==> src/rtl/axi_pkg.sv <==
// AXI4 channel bundles shared by masters, arbiter and slave model.
package axi_pkg;

  localparam int ID_W   = 4;
  localparam int ADDR_W = 32;
  localparam int DATA_W = 32;

  // Master-driven side of all five channels.
  typedef struct packed {
    logic [ID_W-1:0]     aw_id;
    logic [ADDR_W-1:0]   aw_addr;
    logic [7:0]          aw_len;
    logic [2:0]          aw_size;
    logic [1:0]          aw_burst;
    logic                aw_valid;
    logic [DATA_W-1:0]   w_data;
    logic [DATA_W/8-1:0] w_strb;
    logic                w_last;
    logic                w_valid;
    logic                b_ready;
    logic [ID_W-1:0]     ar_id;
    logic [ADDR_W-1:0]   ar_addr;
    logic [7:0]          ar_len;
    logic [2:0]          ar_size;
    logic [1:0]          ar_burst;
    logic                ar_valid;
    logic                r_ready;
  } axi_req_t;

  // Slave-driven side of all five channels.
  typedef struct packed {
    logic                aw_ready;
    logic                w_ready;
    logic [ID_W-1:0]     b_id;
    logic [1:0]          b_resp;
    logic                b_valid;
    logic                ar_ready;
    logic [ID_W-1:0]     r_id;
    logic [DATA_W-1:0]   r_data;
    logic [1:0]          r_resp;
    logic                r_last;
    logic                r_valid;
  } axi_resp_t;

endpackage

==> src/rtl/dma_pkg.sv <==
// Arbitration mode and per-path FSM state encodings for the DMA front end.
package dma_pkg;

  typedef enum logic {
    ARB_FIXED = 1'b0,
    ARB_RR    = 1'b1
  } arb_mode_e;

  typedef enum logic [1:0] {
    W_IDLE = 2'd0,
    W_ADDR = 2'd1,
    W_DATA = 2'd2,
    W_RESP = 2'd3
  } wr_state_e;

  typedef enum logic [1:0] {
    R_IDLE = 2'd0,
    R_ADDR = 2'd1,
    R_DATA = 2'd2
  } rd_state_e;

endpackage

==> src/rtl/rr_pick.sv <==
// Combinational rotating picker: first requester at or after ptr, wrapping.
// With ptr tied to zero it degenerates to lowest-index-wins priority.
module rr_pick #(
  parameter int N     = 2,
  parameter int IDX_W = (N > 1) ? $clog2(N) : 1
) (
  input  logic [N-1:0]     req,
  input  logic [IDX_W-1:0] ptr,
  output logic [N-1:0]     gnt,
  output logic [IDX_W-1:0] idx
);

  logic [IDX_W:0]   sum;
  logic [IDX_W-1:0] cand;
  logic             found;

  // Walk the N positions starting at ptr and keep the first active request.
  always_comb begin
    gnt   = '0;
    idx   = '0;
    found = 1'b0;
    sum   = '0;
    cand  = '0;
    for (int off = 0; off < N; off++) begin
      sum = {1'b0, ptr} + (IDX_W+1)'(off);
      if (sum >= (IDX_W+1)'(N)) begin
        sum = sum - (IDX_W+1)'(N);
      end
      cand = sum[IDX_W-1:0];
      if (!found && req[cand]) begin
        found     = 1'b1;
        gnt[cand] = 1'b1;
        idx       = cand;
      end
    end
  end

endmodule

==> src/rtl/axi_master_arbiter.sv <==
// N-master to 1-slave AXI4 arbiter with independent write and read paths.
// Each grant is held for a whole transaction (address, data, response).
module axi_master_arbiter
  import axi_pkg::*;
  import dma_pkg::*;
#(
  parameter int NUM_MASTERS = 2,
  parameter int ARB_MODE    = 1,
  parameter int IDX_W       = (NUM_MASTERS > 1) ? $clog2(NUM_MASTERS) : 1
) (
  input  logic             clk,
  input  logic             rst,
  input  axi_req_t         axi_req_i [NUM_MASTERS],
  output axi_resp_t        axi_resp_o [NUM_MASTERS],
  output axi_req_t         axi_req_o,
  input  axi_resp_t        axi_resp_i,
  input  logic             force_en_i,
  input  logic [IDX_W-1:0] force_sel_i,
  output logic             wr_busy_o,
  output logic             rd_busy_o,
  output logic [IDX_W-1:0] wr_owner_o,
  output logic [IDX_W-1:0] rd_owner_o
);

  localparam arb_mode_e MODE = (ARB_MODE == 0) ? ARB_FIXED : ARB_RR;
  localparam logic [IDX_W-1:0] LAST_IDX = IDX_W'(NUM_MASTERS - 1);

  wr_state_e        wr_state_reg, wr_state_next;
  rd_state_e        rd_state_reg, rd_state_next;
  logic [IDX_W-1:0] wr_owner_reg, rd_owner_reg;
  logic [IDX_W-1:0] wr_rr_ptr_reg, rd_rr_ptr_reg;
  logic [IDX_W-1:0] wr_rr_ptr_next, rd_rr_ptr_next;

  logic [NUM_MASTERS-1:0] wr_req, rd_req;
  logic [NUM_MASTERS-1:0] wr_gnt, rd_gnt;
  logic [IDX_W-1:0]       wr_pick_idx, rd_pick_idx;
  logic [IDX_W-1:0]       wr_ptr_eff, rd_ptr_eff;
  logic                   wr_grant, rd_grant;

  axi_req_t wr_sel, rd_sel;
  logic     aw_hs, w_last_hs, b_hs, ar_hs, r_last_hs;

  // Candidate sets: address valids, restricted to the forced master when forcing.
  for (genvar gi = 0; gi < NUM_MASTERS; gi++) begin : g_cand
    assign wr_req[gi] = axi_req_i[gi].aw_valid &&
                        (!force_en_i || (force_sel_i == IDX_W'(gi)));
    assign rd_req[gi] = axi_req_i[gi].ar_valid &&
                        (!force_en_i || (force_sel_i == IDX_W'(gi)));
  end

  // Fixed priority is the rotating picker with its pointer pinned to zero.
  assign wr_ptr_eff = (MODE == ARB_RR) ? wr_rr_ptr_reg : '0;
  assign rd_ptr_eff = (MODE == ARB_RR) ? rd_rr_ptr_reg : '0;

  rr_pick #(.N(NUM_MASTERS), .IDX_W(IDX_W)) u_wr_pick (
    .req (wr_req),
    .ptr (wr_ptr_eff),
    .gnt (wr_gnt),
    .idx (wr_pick_idx)
  );

  rr_pick #(.N(NUM_MASTERS), .IDX_W(IDX_W)) u_rd_pick (
    .req (rd_req),
    .ptr (rd_ptr_eff),
    .gnt (rd_gnt),
    .idx (rd_pick_idx)
  );

  assign wr_grant = (wr_state_reg == W_IDLE) && (|wr_gnt);
  assign rd_grant = (rd_state_reg == R_IDLE) && (|rd_gnt);

  assign wr_rr_ptr_next = (wr_pick_idx == LAST_IDX) ? '0 : wr_pick_idx + IDX_W'(1);
  assign rd_rr_ptr_next = (rd_pick_idx == LAST_IDX) ? '0 : rd_pick_idx + IDX_W'(1);

  // The owner's request bundle steers everything on each path.
  assign wr_sel = axi_req_i[wr_owner_reg];
  assign rd_sel = axi_req_i[rd_owner_reg];

  assign aw_hs     = (wr_state_reg == W_ADDR) && wr_sel.aw_valid && axi_resp_i.aw_ready;
  assign w_last_hs = (wr_state_reg == W_DATA) && wr_sel.w_valid && axi_resp_i.w_ready &&
                     wr_sel.w_last;
  assign b_hs      = (wr_state_reg == W_RESP) && axi_resp_i.b_valid && wr_sel.b_ready;
  assign ar_hs     = (rd_state_reg == R_ADDR) && rd_sel.ar_valid && axi_resp_i.ar_ready;
  assign r_last_hs = (rd_state_reg == R_DATA) && axi_resp_i.r_valid && rd_sel.r_ready &&
                     axi_resp_i.r_last;

  // Write path sequencing: arbitrate, AW, W burst until wlast, B.
  always_comb begin
    wr_state_next = wr_state_reg;
    case (wr_state_reg)
      W_IDLE:  if (wr_grant)  wr_state_next = W_ADDR;
      W_ADDR:  if (aw_hs)     wr_state_next = W_DATA;
      W_DATA:  if (w_last_hs) wr_state_next = W_RESP;
      W_RESP:  if (b_hs)      wr_state_next = W_IDLE;
      default:                wr_state_next = W_IDLE;
    endcase
  end

  // Read path sequencing: arbitrate, AR, R burst until rlast.
  always_comb begin
    rd_state_next = rd_state_reg;
    case (rd_state_reg)
      R_IDLE:  if (rd_grant)  rd_state_next = R_ADDR;
      R_ADDR:  if (ar_hs)     rd_state_next = R_DATA;
      R_DATA:  if (r_last_hs) rd_state_next = R_IDLE;
      default:                rd_state_next = R_IDLE;
    endcase
  end

  // Write state, owner and pointer; owner and pointer move only on a grant.
  always_ff @(posedge clk) begin
    if (rst) begin
      wr_state_reg  <= W_IDLE;
      wr_owner_reg  <= '0;
      wr_rr_ptr_reg <= '0;
    end else begin
      wr_state_reg <= wr_state_next;
      if (wr_grant) begin
        wr_owner_reg <= wr_pick_idx;
        if (MODE == ARB_RR) begin
          wr_rr_ptr_reg <= wr_rr_ptr_next;
        end
      end
    end
  end

  // Read state, owner and pointer; owner and pointer move only on a grant.
  always_ff @(posedge clk) begin
    if (rst) begin
      rd_state_reg  <= R_IDLE;
      rd_owner_reg  <= '0;
      rd_rr_ptr_reg <= '0;
    end else begin
      rd_state_reg <= rd_state_next;
      if (rd_grant) begin
        rd_owner_reg <= rd_pick_idx;
        if (MODE == ARB_RR) begin
          rd_rr_ptr_reg <= rd_rr_ptr_next;
        end
      end
    end
  end

  // Slave side: owner payloads pass through, valids/readies only in their state.
  always_comb begin
    axi_req_o          = wr_sel;
    axi_req_o.ar_id    = rd_sel.ar_id;
    axi_req_o.ar_addr  = rd_sel.ar_addr;
    axi_req_o.ar_len   = rd_sel.ar_len;
    axi_req_o.ar_size  = rd_sel.ar_size;
    axi_req_o.ar_burst = rd_sel.ar_burst;
    axi_req_o.aw_valid = (wr_state_reg == W_ADDR) && wr_sel.aw_valid;
    axi_req_o.w_valid  = (wr_state_reg == W_DATA) && wr_sel.w_valid;
    axi_req_o.b_ready  = (wr_state_reg == W_RESP) && wr_sel.b_ready;
    axi_req_o.ar_valid = (rd_state_reg == R_ADDR) && rd_sel.ar_valid;
    axi_req_o.r_ready  = (rd_state_reg == R_DATA) && rd_sel.r_ready;
  end

  // Master side: response payload is broadcast, handshakes reach only the owner.
  always_comb begin
    for (int m = 0; m < NUM_MASTERS; m++) begin
      axi_resp_o[m]          = axi_resp_i;
      axi_resp_o[m].aw_ready = (wr_owner_reg == IDX_W'(m)) && (wr_state_reg == W_ADDR) &&
                               axi_resp_i.aw_ready;
      axi_resp_o[m].w_ready  = (wr_owner_reg == IDX_W'(m)) && (wr_state_reg == W_DATA) &&
                               axi_resp_i.w_ready;
      axi_resp_o[m].b_valid  = (wr_owner_reg == IDX_W'(m)) && (wr_state_reg == W_RESP) &&
                               axi_resp_i.b_valid;
      axi_resp_o[m].ar_ready = (rd_owner_reg == IDX_W'(m)) && (rd_state_reg == R_ADDR) &&
                               axi_resp_i.ar_ready;
      axi_resp_o[m].r_valid  = (rd_owner_reg == IDX_W'(m)) && (rd_state_reg == R_DATA) &&
                               axi_resp_i.r_valid;
    end
  end

  assign wr_busy_o  = (wr_state_reg != W_IDLE);
  assign rd_busy_o  = (rd_state_reg != R_IDLE);
  assign wr_owner_o = wr_owner_reg;
  assign rd_owner_o = rd_owner_reg;

endmodule

==> config.mk <==
export PLATFORM = sky130hd
export DESIGN_NAME = axi_master_arbiter
export DESIGN_NICKNAME = d
export VERILOG_FILES = /design/src/rtl/axi_pkg.sv /design/src/rtl/dma_pkg.sv /design/src/rtl/rr_pick.sv /design/src/rtl/axi_master_arbiter.sv
export SDC_FILE = /design/constraint.sdc
export NUM_CORES = 1
export LEC_CHECK = 0
export CORE_AREA = 3 3 224 226
export CTS_CLUSTER_DIAMETER = 100
export CTS_CLUSTER_SIZE = 40
export DETAILED_ROUTE_END_ITERATION = 8
export DIE_AREA = 0 0 227 229
export HOLD_SLACK_MARGIN = 0.15
export PLACE_DENSITY = 0.32
export SLEW_MARGIN = 15
export SYNTH_ARGS = -nofsm -noshare
export SYNTH_HDL_FRONTEND = slang
export SYNTH_SLANG_ARGS = --single-unit
==> constraint.sdc <==
create_clock -name clk -period 2.5 [get_ports clk]
set_input_delay 0.375 -clock clk [delete_from_list [all_inputs] [get_ports clk]]
set_output_delay 0.375 -clock clk [all_outputs]
set_load 0.05 [all_outputs]
==> results.yml <==
# yosys + openroad results
placement:
  io_buffers: 445
  post-place-ws_ns: 0.222
synthesis:
  ys.warnings.count: 0
  yosys-top-cells-area: "sky130_fd_sc_hd__mux2_2, sky130_fd_sc_hd__buf_4, sky130_fd_sc_hd__dfxtp_1, sky130_fd_sc_hd__mux2i_1, sky130_fd_sc_hd__buf_2"
  synthCells: 324
  synth.yosys.seq_area_share: 0.0549
grt:
  met3_usage: 0.0311
  antenna_found_initial: 2
  number_of_global_route_vias_before_repair: 4161
final_timing:
  fin_setup_tns_ns: 0
  timing.final.crit_share: 0.922
floorplan:
  placementRows: 81
  floorplan.die.width_um: 227
  io_pins: 578
drt:
  met3_length_mm: 2.89
  post_drt_via_cell_ratio: 2.93
  maxUsedRoutingLayer: "met5"
  count_of_routing_violations_after_the_opening_detailed_route_iteration: 32
  detailedRoute.firstPassIterationCount: 4
pwr:
  power_report.internal_total_w: 0.00186
  ir_drop_uv: 288
  powerDensity_nw_per_um2: 571
  power_w: 0.00415
  power.combinational.fraction: 0.879
setup_path:
  critPathSlowestCell: "sky130_fd_sc_hd__clkdlybuf4s50_1"
  crit_path_kind: "flop to primary output"
final_layout:
  layout_top_cells_excl_fill_tap: "sky130_fd_sc_hd__clkdlybuf4s50_1, sky130_fd_sc_hd__buf_4, sky130_fd_sc_hd__mux2_2"
outcome:
  outcome: "finished, final reports clean"
hold_path:
  hold_path_class: "flop to flop"
-- layout make-up --
cell class	instances	area, µm²	area share
antenna	1	2.50	0.000345
clock buffer	4	78.8	0.0109
inverter	9	33.8	0.00466
multi-input combinational	200	1970	0.271
sequential	8	165	0.0228
tap	622	778	0.107
timing repair buffer	454	4230	0.583
-- final timing paths --
path | from | to | slack, ns
max | rd_owner_o | axi_req_o[25] | 0.20
min | rd_ptr_eff | rd_ptr_eff | 0.46
max reg2reg | wr_owner_o | wr_state_reg[1] | 0.70
min reg2reg | rd_ptr_eff | rd_ptr_eff | 0.46
-- logic make-up after synthesis --
logic type	after synthesis	synth area share
fa+ha+maj	4	0.0171
compound gates	19	0.0532
mux	141	0.541
flops	8	0.0549
buf+inv	116	0.271
simple gates	36	0.0626
Fig. 1: clock wiring as the flow saved it
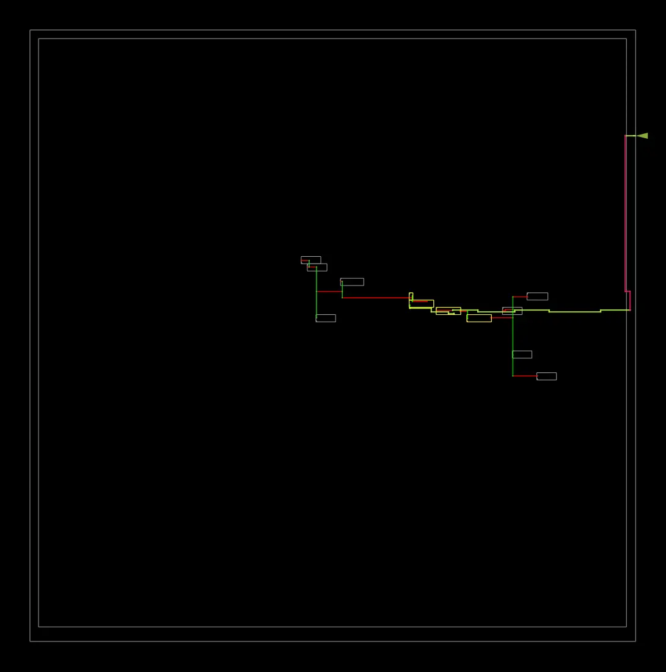
maximum clock skew at final layout: 0.000319 ns
number of buffers created by CTS: 3
clock buf count: 4

Fig. 2: placed cells, one colour a class
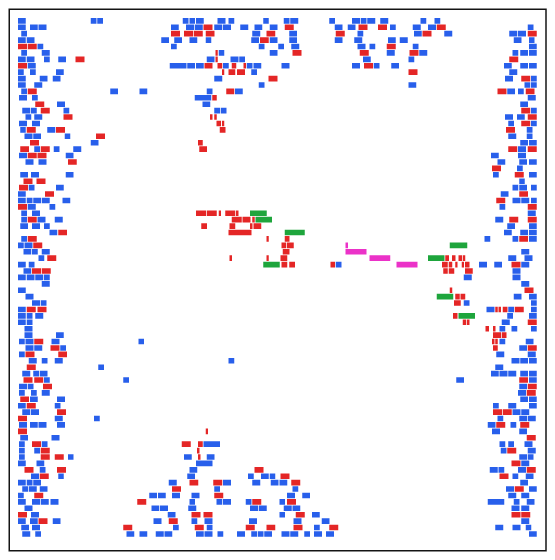
colour	class	cells	share of their area
green	flip-flops	8	2.6%
magenta	clock drivers and dummy loads	4	1.2%
blue	other buffers and delay cells	454	65%
red	all other logic	209	31%
fraction of area in registers: 0.0228
Post-Layout Inst Area: 7250 µm²

Fig. 3: clock network drawn from the DEF
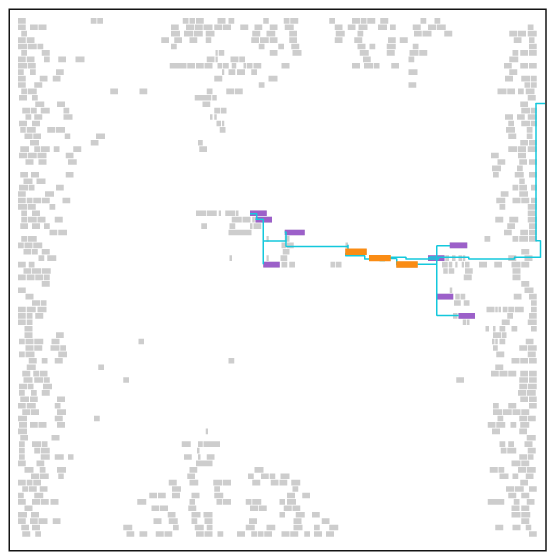
[purple] flip-flops | count: 8
[orange] cells driving clock nets | count: 3
[cyan] clock wires | length: 306 µm
routed clock nets	4

Power figures rest on the tool's default switching activity, not on a simulated workload.
